### config.mk
export PLATFORM = sky130hd
export DESIGN_NAME = digit_shift_entry
export DESIGN_NICKNAME = d
export VERILOG_FILES = /design/src/rtl/digit_shift_entry.sv
export SDC_FILE = /design/constraint.sdc
export NUM_CORES = 1
export LEC_CHECK = 0
export ABC_CLOCK_PERIOD_IN_PS = 1750
export CAP_MARGIN = 20
export CORE_MARGIN = 2
export CORE_UTILIZATION = 44
export CTS_CLUSTER_DIAMETER = 30
export DETAILED_ROUTE_END_ITERATION = 10
export PLACE_DENSITY = 0.79
export SLEW_MARGIN = 25
export SYNTH_ARGS = -nofsm -noshare
export SYNTH_HDL_FRONTEND = slang
export SYNTH_SLANG_ARGS = --single-unit
export TNS_END_PERCENT = 20
### constraint.sdc
create_clock -name clk -period 1.75 [get_ports clk]
set_input_delay 0.35 -clock clk [delete_from_list [all_inputs] [get_ports clk]]
set_output_delay 0.35 -clock clk [all_outputs]
set_load 0.005 [all_outputs]
### src/rtl/digit_shift_entry.sv
// Digit-entry shift register: edge-detected pushes shift digits in at the LSB end.
// Define DIGIT_SHIFT_BKSP_EN to build the backspace (pop) path on bksp.
module digit_shift_entry #(
  parameter int unsigned DIGIT_W  = 4,
  parameter int unsigned DEPTH    = 4,
  parameter bit          SATURATE = 1'b0,
  parameter int unsigned CW       = $clog2(DEPTH + 1)
) (
  input  logic                     clk,
  input  logic                     rst,
  input  logic                     bttn,
  input  logic                     bksp,
  input  logic                     clr,
  input  logic [DIGIT_W-1:0]       bit_in,
  output logic [DIGIT_W*DEPTH-1:0] dato,
  output logic [CW-1:0]            count,
  output logic                     full,
  output logic                     empty,
  output logic                     overflow
);

  logic [DIGIT_W*DEPTH-1:0] dato_q, dato_d;
  logic [CW-1:0]            count_q, count_d;
  logic                     overflow_q, overflow_d;
  logic                     bttn_q;
  logic                     push_evt;

`ifdef DIGIT_SHIFT_BKSP_EN
  logic bksp_q;
  logic pop_evt;
  assign pop_evt = bksp & ~bksp_q;
`else
  logic unused_bksp;
  assign unused_bksp = bksp;
`endif

  assign push_evt = bttn & ~bttn_q;

  assign full     = (count_q == CW'(DEPTH));
  assign empty    = (count_q == '0);
  assign dato     = dato_q;
  assign count    = count_q;
  assign overflow = overflow_q;

  always_comb begin
    dato_d     = dato_q;
    count_d    = count_q;
    overflow_d = 1'b0;
    if (clr) begin
      dato_d  = '0;
      count_d = '0;
    end else if (push_evt) begin
      if (full) begin
        overflow_d = 1'b1;
        // Non-saturating: the oldest digit falls off the top, count stays at DEPTH.
        if (!SATURATE) begin
          dato_d = {dato_q[DIGIT_W*(DEPTH-1)-1:0], bit_in};
        end
      end else begin
        dato_d  = {dato_q[DIGIT_W*(DEPTH-1)-1:0], bit_in};
        count_d = count_q + CW'(1);
      end
    end
`ifdef DIGIT_SHIFT_BKSP_EN
    else if (pop_evt && !empty) begin
      dato_d  = {{DIGIT_W{1'b0}}, dato_q[DIGIT_W*DEPTH-1:DIGIT_W]};
      count_d = count_q - CW'(1);
    end
`endif
  end

  // Edge registers preset to 1 so a button held through reset yields no event.
  always_ff @(posedge clk) begin
    if (!rst) begin
      dato_q     <= '0;
      count_q    <= '0;
      overflow_q <= 1'b0;
      bttn_q     <= 1'b1;
`ifdef DIGIT_SHIFT_BKSP_EN
      bksp_q     <= 1'b1;
`endif
    end else begin
      dato_q     <= dato_d;
      count_q    <= count_d;
      overflow_q <= overflow_d;
      bttn_q     <= bttn;
`ifdef DIGIT_SHIFT_BKSP_EN
      bksp_q     <= bksp;
`endif
    end
  end

endmodule

congestion.png
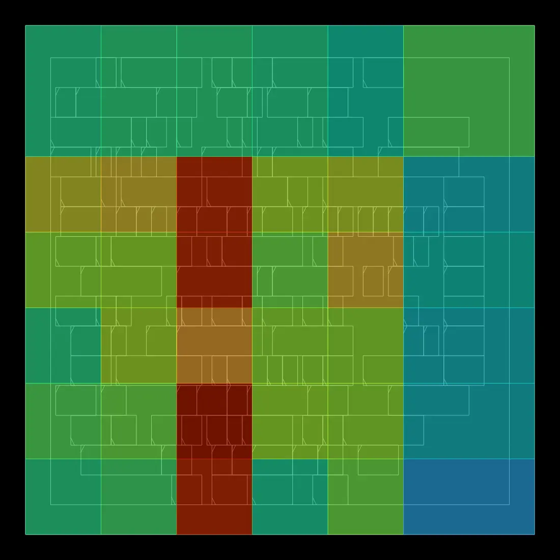
met1 GRT Util: 23.73%
drt wl/cell: 10.38 um

flops_by_reg.png
Bar = 10 um. Other sequential cells in the stronger gray, the rest of the logic in the fainter gray.
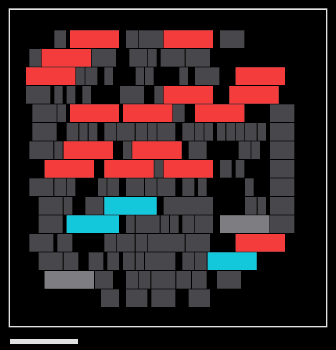
- red: `dato` (sequential cells 16)
- cyan: `count` (sequential cells 3)
- not colored: 2

placement_by_type.png
Bar = 10 um.
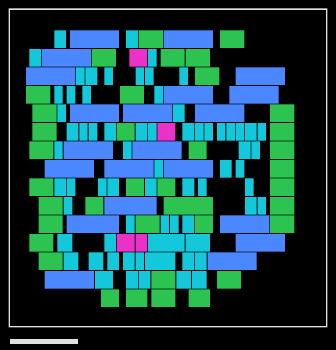
- cyan: combinational and other logic (cells 69)
- green: remaining buffers and delay cells (cells 37)
- blue: sequential cells (cells 21)
- magenta: clock drivers and dummy loads (cells 4)

==> results_dict.tcl <==
# place-and-route summary
set metrics [dict create \
    largest_register_ffs 16 \
    ios 31 \
    n_all_inverters 3 \
    skew_ps 8.810 \
    required_ps 1400 \
    tool_warnings 28 \
    path_delay_family "flip-flops" \
    max-vdd-ir-drop_uv 533.5 \
    final_core_util_pct 68.79 \
    sh_comb_area_pct 27.37 \
    wl_met2_um 741 \
    cp.depth 4 \
    max-cap-violations 0 \
    use_met2_pct 23.61 \
    rr_worst_depth 4 \
    cts_root_buffer "clkbuf_4" \
    clkPwrFrac_pct 30.6 \
    ys_chip_area_um2 793.3 \
    leakagePower_nw 0.4100 \
    worst_path_max_delay_cell "dfxtp_2" \
    flops 21 \
    sh_seq_area_pct 36.00 \
    clock_power_mw 0.238 \
    rsz0062_at_grt "no" \
    synthTopCellsByCount "nand2_1 (33), dfxtp_1 (21), a21oi_1 (19), inv_1 (3), nand2b_1 (3)" \
    cts_buffer_depth 2 \
    maxSlewViolCount 0 \
    die_y_um 46.46 \
    top_layer "met4" \
    clk_latency_ps 310 \
    ys_cells 96 \
    yosys.area.top_type "dfxtp_1" \
    met3_usage_pct 5.098 \
    gr-total-overflow 0 \
    place_area_um2 1120 \
    grt_max_degree 17 \
    tritoncts "built" \
    postSynthCellCount 96 \
    top_cells_by_area "dfxtp_1 (53%), nand2_1 (16%), a21oi_1 (12%)" \
    power_density_nw_per_um2 661.6 \
    logic_area_um2 321.6 \
    hpwlAfterDp_mm 1.125 \
    r2r-start "count[0]$_SDFFE_PP0P_" \
    syn-cell-area_um2 793.3 \
    ys_sh_adder_pct 3.155 \
    aoi_share_pct 13.25 \
    dieArea_um2 2159 \
    largest_class "registers" \
    hp-class "flip-flop to flip-flop" \
    place_congestion 0.7896 \
    rows 15 \
    n_antenna_cell 0 \
    ys_sh_xor_pct 0 \
    busiest_layer "met1" \
    slowest_delay_ps 350 \
    drive_gt1_share_pct 12.98 \
    synth.distinct_cells 15 \
    numCtsBuffers 3 \
    pwr-share-comb_pct 7.3 \
    critPathCapture "empty" \
    cts_sinks 21 \
    multi_input_comb_cells 66 \
    cts_hold_buf 0 \
    total_power_mw 0.7774 \
    drtAntennaViolNets 0 \
    hold_depth 2 \
    grt_usage_pct 17.21 \
    final-hold-violation-count 0 \
    n_fill_cell 129 \
    status "complete, no violations" \
    viasPerCell 4.679 \
    m1WireLength_um 748 \
    power_switching_mw 0.1795 \
    hold_ws_ps 458.3 \
    stdcell_area_um2 1175 \
    core_area_um2 1708 \
    max-slew-margin-rel_pct 83.31 \
    critPathKind "flip-flop to output pin" \
    dr_wl_met3_um 94 \
]
logic_types.png
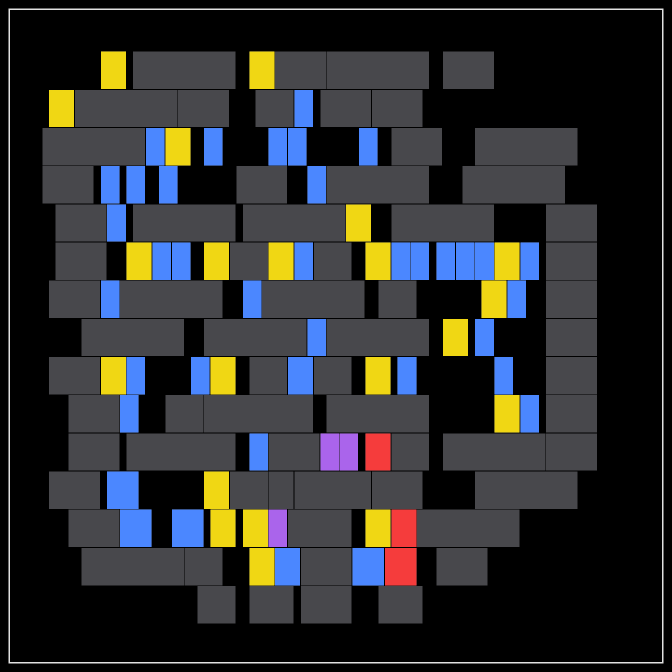
- yellow: aoi and oai cells (cells 21)
- purple: inv cells (cells 3)
- blue: nand cells (cells 38)
- red: nor cells (cells 3)

clk_routes.png
Bar = 10 um.
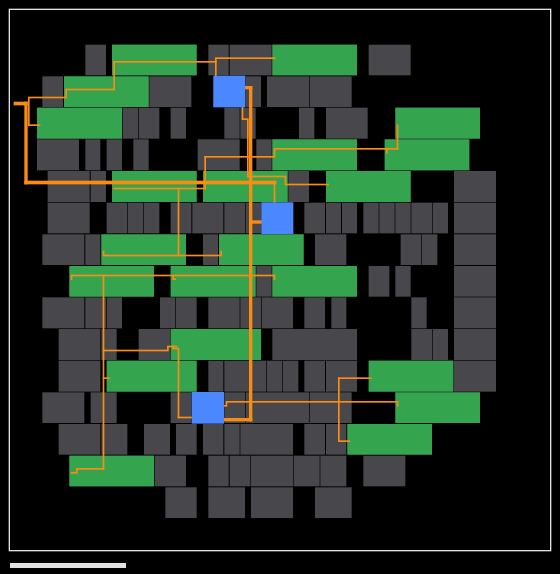
- blue: clock drivers (count 3)
- green: flip-flops (count 21)
- orange: clock wires (length 245 um)
- routed clock nets: 4

No activity file was given, so power comes from the tool's default toggle rates.
